Design bomb_scheduler_flat, sky130hd; sources not shown.
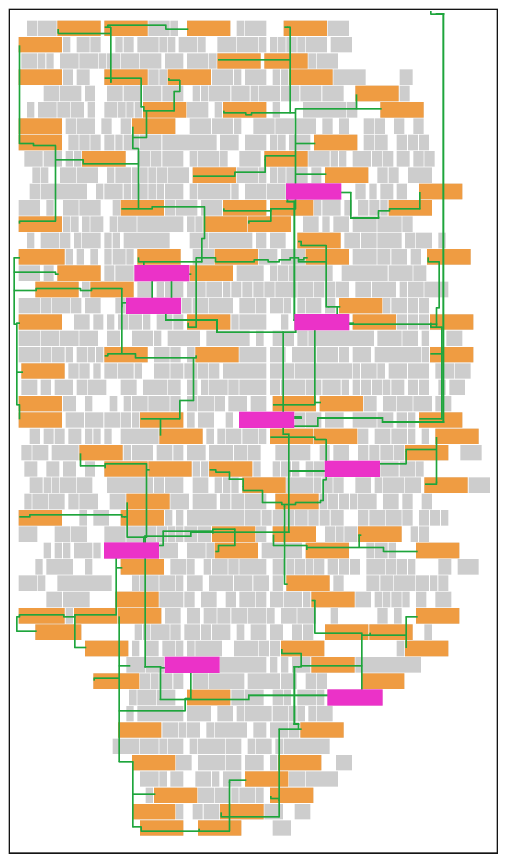
run_1/clk_routes.png
Scale: 6 px per um.
[flip-flops] orange | count: 106
[clock wires] green | length: 1350 um
[clock drivers] magenta | count: 9
flops lie: spread over the die
clock insertion delay at the later pin of the skew report: 360 ps
Clock Power: 1.55 mW
worst clock skew: 14.60 ps

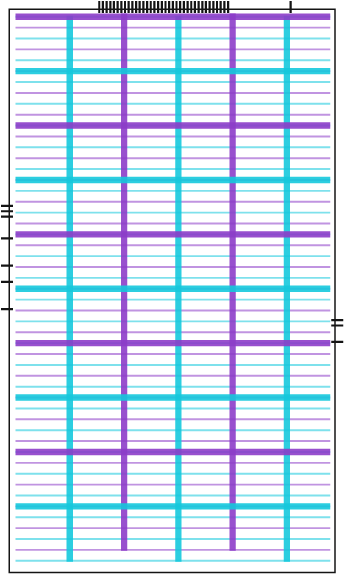
run_1/power_grid.png
Scale: 4 px per um. Pins as bars on the die edge.
[VDD] purple
[VSS] cyan
met4 straps: 5
signal pins: 47
largest voltage drop on the vdd net: 1098 uV
Die X: 81.09 um

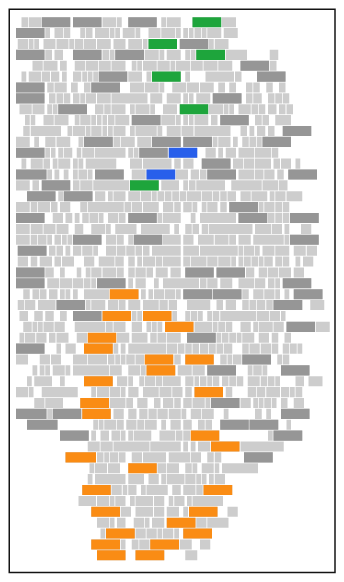
run_1/flops_by_reg.png
Scale: 4 px per um. Other sequential cells in the stronger grey, the rest of the logic in the fainter grey.
[u_core.bus.bomb_pos_y] green | sequential cells: 6 | where: top centre
[u_core.r_red_cd] orange | sequential cells: 28
[u_core.r_state] blue | sequential cells: 2
not coloured: 70
combined flip-flop and latch cell area: 2127 um^2
Seq power: 2.83 mW

==> summary.txt, run 1 <==
Implementation status.

- The most critical min-delay path falls under flip-flop to flip-flop.
- The final timing report derives a shortest allowable period of 2521 ps.
- The net switching power in the latest report is 5.608 mW.
- The proportion of synthesized chip area in sequential cells is 36.58%.
- Summing all non-filler instances in the final layout gives an area of 7565 um^2.
- The mapped cell area is 5802 um^2.
- Counting every sink on the clock net gives 106.
- Total power normalized to cell area comes to 1611 nW/um^2.
- According to the floorplan report, the total die area is 11390 um^2.
- The final setup slack of the worst path is -21.07 ps.
- Looking at the setup timing report, the critical path kind is flip-flop to flip-flop.
- The run finished, with violations left.
- Setup repair after global routing could not meet its margin everywhere.
- The critical path's slowest stage uses the library cell sky130_fd_sc_hd__or4_4.
- The finished layout reports a core utilization of 70.71%.
- The iteration-0 DRC count of the detailed router is 711.
- The checks that failed: negative setup slack.
- Global routing finished with a remaining overflow of 0.
- The endpoint arrival time on the critical path is 2760 ps.
- The number of cells traversed by the worst register-to-register path is 6.
- The number of max-cap violations is 0.
- The number of enable flip-flop cells is 0.
- The reg-to-reg setup timing slack is -20 ps.
- The dominant power group is combinational logic.
- The first global-routing pass estimated 26900 um of wire.
- The number of storage elements in the synthesis netlist is 106.
- The internal portion of the total power is 6.579 mW.
- After Yosys synthesis, AND-OR and OR-AND compound gates account for 18.57% of the synthesized area.
- Of the total synthesized cell area, the portion taken by AND, OR, NAND and NOR gates is 31.85%.
- The number of failing setup endpoints in the final timing report is 2.
- The number of DRC violations after detailed routing is 0.
- Per the synthesis report, the number of distinct cell types is 66.
- Each instance of the synthesized netlist takes up on average 7.767 um^2.
- In this run the standard cell core region covers 10700 um^2.
- The type of element capturing the critical path is a flip-flop.
- The transition time at the pin with the least slew margin is 592.7 ps.
- The required time at the worst-slack endpoint is 2740 ps.
- Max-slew check failures listed in the final report amount to 0.
- The critical path goes through or4_4, or4_4, buf_4, nor4_1, xnor2_1, nor2_1.
- In this run the deepest clock path goes through 2 buffers.
- For reference, the clock transition at the flip-flops on the worst setup and hold paths is 70 ps.
- The number of standard cells after synthesis is 747.
-- run 1: worst reg2reg max path: cells and delay by family, from the launching register on --
family,cells,cell delay (ps)
buf+inv,1,180
flops,1,380
xor+xnor,1,200
simple gates,4,1650
-- run 1: metrics by stage --
step	setup slack (ps)	hold WS, ps	std cells
global placement	80.18	454.7	958
global route	-265.2	514.3	981
CTS	70.32	488.1	973
detailed placement	12.99	473.3	958
floorplan	121.7	432.9	747
finish	-21.07	479.0	981
-- run 1: layer usage --
metal  up-vias  track usage (%)  wire, um
met2       430            52.72      9802
met3       137            5.603      1276
met4         0            20.11      1332
met5         -                0         0
li1       2891                -         -
met1      2989            31.23      6430
-- run 1: Yosys cell counts, types with 4 or more instances --
cell,number,area share [%]
sky130_fd_sc_hd__nand4_1,11,1.2
sky130_fd_sc_hd__ha_1,9,1.9
sky130_fd_sc_hd__a311oi_1,12,1.8
sky130_fd_sc_hd__nor3b_1,4,0.52
sky130_fd_sc_hd__nand2_1,90,5.8
sky130_fd_sc_hd__buf_2,13,1.1
sky130_fd_sc_hd__inv_1,16,1.0
sky130_fd_sc_hd__nand3b_1,4,0.52
sky130_fd_sc_hd__or2_2,4,0.43
sky130_fd_sc_hd__nor3_1,30,2.6
sky130_fd_sc_hd__xnor2_1,30,4.5
sky130_fd_sc_hd__clkbuf_1,25,1.6
sky130_fd_sc_hd__o31ai_1,10,1.3
sky130_fd_sc_hd__xor2_1,15,2.3
sky130_fd_sc_hd__nand2b_1,4,0.43
sky130_fd_sc_hd__nor3_2,4,0.69
sky130_fd_sc_hd__or3_1,13,1.4
sky130_fd_sc_hd__and3_1,5,0.54
sky130_fd_sc_hd__nor2b_1,5,0.54
sky130_fd_sc_hd__o21ai_0,42,3.6
sky130_fd_sc_hd__a21oi_1,64,5.5
sky130_fd_sc_hd__or4_4,4,0.78
sky130_fd_sc_hd__and2_1,4,0.43
sky130_fd_sc_hd__o41ai_1,4,0.60
sky130_fd_sc_hd__dfxtp_1,106,37
sky130_fd_sc_hd__a22oi_1,4,0.52
sky130_fd_sc_hd__or4_1,9,1.2
sky130_fd_sc_hd__nor4_1,21,2.3
sky130_fd_sc_hd__nor4b_1,4,0.60
sky130_fd_sc_hd__nand3_1,27,2.3
sky130_fd_sc_hd__nor4_2,4,0.86
sky130_fd_sc_hd__nor2_1,103,6.7
-- run 1: cell type report --
class | count | area, um^2 | share of cell area (%)
Clock inverter | 5 | 78.83 | 1.042
Tap cell | 130 | 162.7 | 2.150
Timing Repair Buffer | 129 | 1170 | 15.46
Clock buffer | 10 | 239.0 | 3.159
Multi-Input combinational cell | 585 | 3727 | 49.27
Inverter | 16 | 60.06 | 0.7939
Sequential cell | 106 | 2127 | 28.12
-- run 1: cells by family after synthesis --
logic type | Yosys count
muxes | 1
and+or+nand+nor | 361
DFF | 106
xor gates and xnor gates | 45
adders and majority gates | 9
buffers and inverters | 56
AOI/OAI and AO/OA | 169
-- run 1: what timing repair did --
action                                 CTS  global route
resized                                  9            50
setup buffers                            0             7
cloned                                   0             1
endpoints found under the hold margin    0             0
hold buffers                             0             0
setup endpoints to repair               21            62
pin swaps                                0            21
run_1/placement_by_type.png
Scale: 4 px per um. Fill, decap, tap and diode cells in grey.
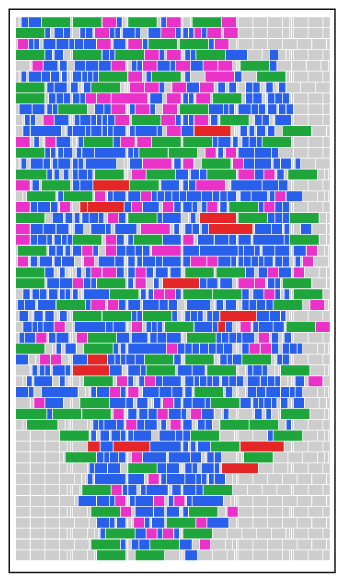

## Run 2: what changed since run 1
- ABC_AREA: default -> 0
- RECOVER_POWER: default -> 50
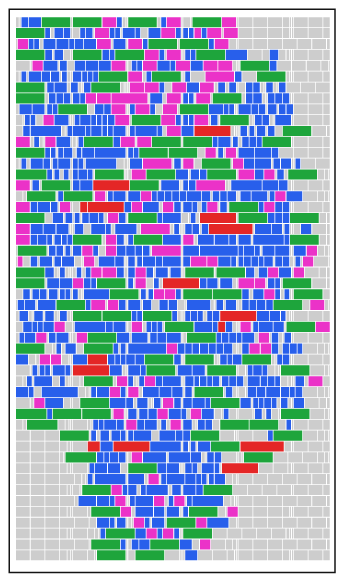
run_2/placement_by_type.png
Scale: 4 px per um. Fill, decap, tap and diode cells in grey.
[clock drivers and dummy loads] red | cells: 15 | share of their area: 4.3%
[combinational and other logic] blue | cells: 601 | share of their area: 51%
[sequential cells] green | cells: 106 | share of their area: 29%
[remaining buffers and delay cells] magenta | cells: 129 | share of their area: 16%
floorplan core area: 10700 um^2
final design area excluding fillers: 7555 um^2
fraction of area in registers: 28.16%
utilization after layout: 70.62%
standard-cell row count: 50

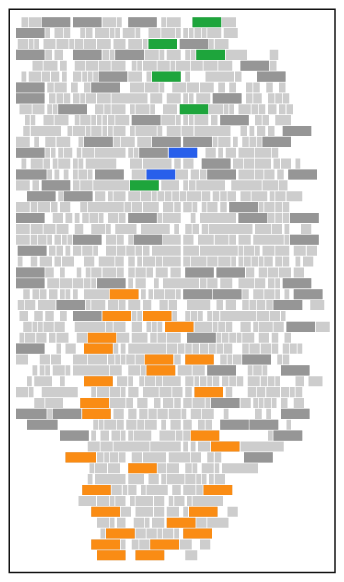
run_2/flops_by_reg.png
Scale: 4 px per um. Other sequential cells in the stronger grey, the rest of the logic in the fainter grey.
[u_core.bus.bomb_pos_y] green | sequential cells: 6 | where: top centre
[u_core.r_red_cd] orange | sequential cells: 28
[u_core.r_state] blue | sequential cells: 2
not coloured: 70
Seq power: 2.82 mW

==> summary.txt, run 2 <==
Implementation status.

- The count of pins over their slew limit is 0 (unchanged).
- The number of max-cap violations is 0 (unchanged).
- The mapped cell area is 5802 um^2 (unchanged).
- The global-route wire length before repair was 26900 um (unchanged).
- The number of sinks driven by the clock tree came to 106 (unchanged).
- The number of standard cells after synthesis is 747 (unchanged).
- The final setup slack of the worst path came to -35.36 ps (-14.28 ps).
- The quantity of hold-fixing buffers added after cts was 0 (unchanged).
- The checks that failed: negative setup slack.
- The number of storage elements in the synthesis netlist is 106 (unchanged).
- Setup repair after global routing could not meet its margin everywhere.
- The number of failing setup endpoints in the final timing report is 4 (+2).
- The kind of critical path is flip-flop to flip-flop.
- The power per standard cell area is 1607 nW/um^2 (-0.24%).
- The clock-pin slew on the worst setup and hold paths is 70 ps (about the same).
- The later-pin clock latency in the skew report is 360 ps (about the same).
- Yosys reports that the most numerous cell types are 106 x sky130_fd_sc_hd__dfxtp_1, 103 x sky130_fd_sc_hd__nor2_1, 90 x sky130_fd_sc_hd__nand2_1.
- The area share of the leading cell type in the synthesized netlist is 36.58% (unchanged).
- The required time at the worst-slack endpoint is 2740 ps (about the same).
- The die footprint is 11390 um^2 (unchanged).
- The reg-to-reg setup timing slack is -40 ps (about the same).
- Sorting the synthesized cells by area gives the leading types as sky130_fd_sc_hd__dfxtp_1 37%, sky130_fd_sc_hd__nor2_1 6.7%, sky130_fd_sc_hd__nand2_1 5.8%.
- The die boundary width is 81.09 um (unchanged).
- The flow ran to the end, but the final reports show violations.
- The transition time at the pin with the least slew margin is 618.5 ps (+25.74 ps).
- STA classifies the critical path endpoint as a flip-flop.
- The number of cells traversed by the worst register-to-register path is 6 (unchanged).
- The unique cell type count in the Yosys netlist is 66 (unchanged).
- The time the worst path needs with I/O delays and setup is 2535 ps (+14.28 ps).
- The deepest clock path buffer count is 2 (unchanged).
- The number of enable flip-flop cells is 0 (unchanged).
- The worst ir drop on vdd is 1110 uV (+1.1%).
- The endpoint arrival time on the critical path is 2780 ps (+20 ps).
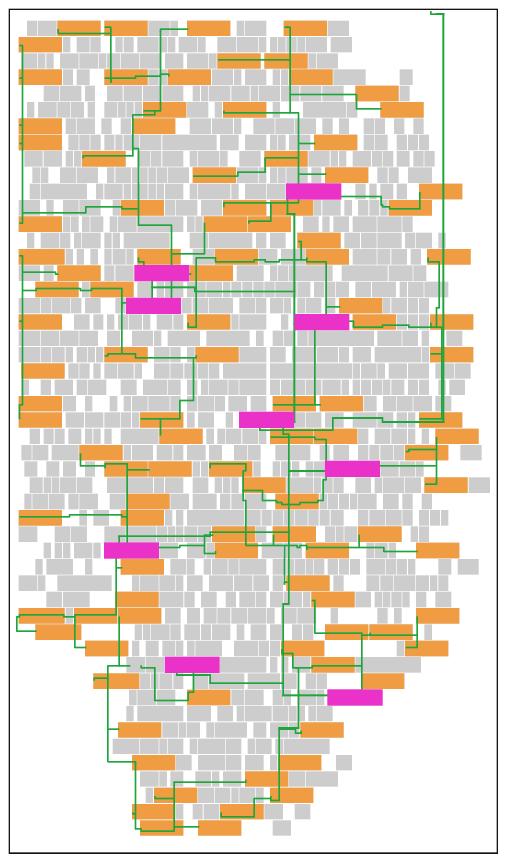
run_2/clk_routes.png
Scale: 6 px per um.
[clock wires] green | length: 1340 um
[flip-flops] orange | count: 106
[clock drivers] magenta | count: 9
flops lie: spread over the die
relative contribution of the clock network to total power: 12.8%
worst clock skew: 12.36 ps

-- run 2: final cells by class --
type	count	area [um^2]
multi-input cells	585	3721
fillers	717	3143
flip-flops and latches	106	2127
repair buffers	129	1166
clock buffers	10	239.0
well taps	130	162.7
clock inverters	5	78.83
inverters	16	60.06
-- run 2: through the flow --
step                      worst slack [ps]  hold WS [ps]  TNS, ps  instances  area [um^2]
after floorplan                      121.7         432.9        0        747         5802
after global placement               80.18         454.7        0        958         6868
after detailed placement             12.99         473.3        0        958         6868
after CTS                            70.32         488.1        0        973         7233
after global routing                -265.2         514.3    -2908        981         7555
final                               -35.36         479.7   -70.20        981         7555
-- run 2: what timing repair did --
item | CTS | global route
gates resized | 9 | 50
pin swaps | 0 | 21
endpoints found under the hold margin | 0 | 0
endpoints found under the setup margin | 21 | 62
buffers inserted | 0 | 7
cloned | 0 | 1
-- run 2: worst max-delay path: stages, from the launching register on --
cell and delay (ps):
sky130_fd_sc_hd__dfxtp_1 380, sky130_fd_sc_hd__or4_4 560, sky130_fd_sc_hd__or4_4 580, sky130_fd_sc_hd__buf_4 180, sky130_fd_sc_hd__nor4_1 470, sky130_fd_sc_hd__xnor2_1 200
sky130_fd_sc_hd__nor2_1 60
-- run 2: metal layers --
metal  track usage, %  routed length (um)  part of all wire (%)
met1            31.23                6545                    35
met2            52.72                9790                    52
met5                0                   0                     0
met4            20.11                1290                   6.8
met3            5.603                1220                   6.5
-- run 2: cell families after synthesis --
| logic type | share of synthesized area, % |
|---|---|
| AND/OR/NAND/NOR | 31.85 |
| XOR/XNOR | 6.793 |
| flip-flops | 36.58 |
| adder cells (fa/ha/maj) | 1.941 |
| buffers and inverters | 4.098 |
| multiplexers | 0.1725 |
| AND-OR/OR-AND | 18.57 |
-- run 2: report_power, final --
part	internal, mW	switching (mW)	leakage [nW]
sequential	2.23	0.588	0.865
combinational	3.40	4.37	1.94
clock	0.899	0.654	0.158
Power is estimated from default activity; no workload was simulated.
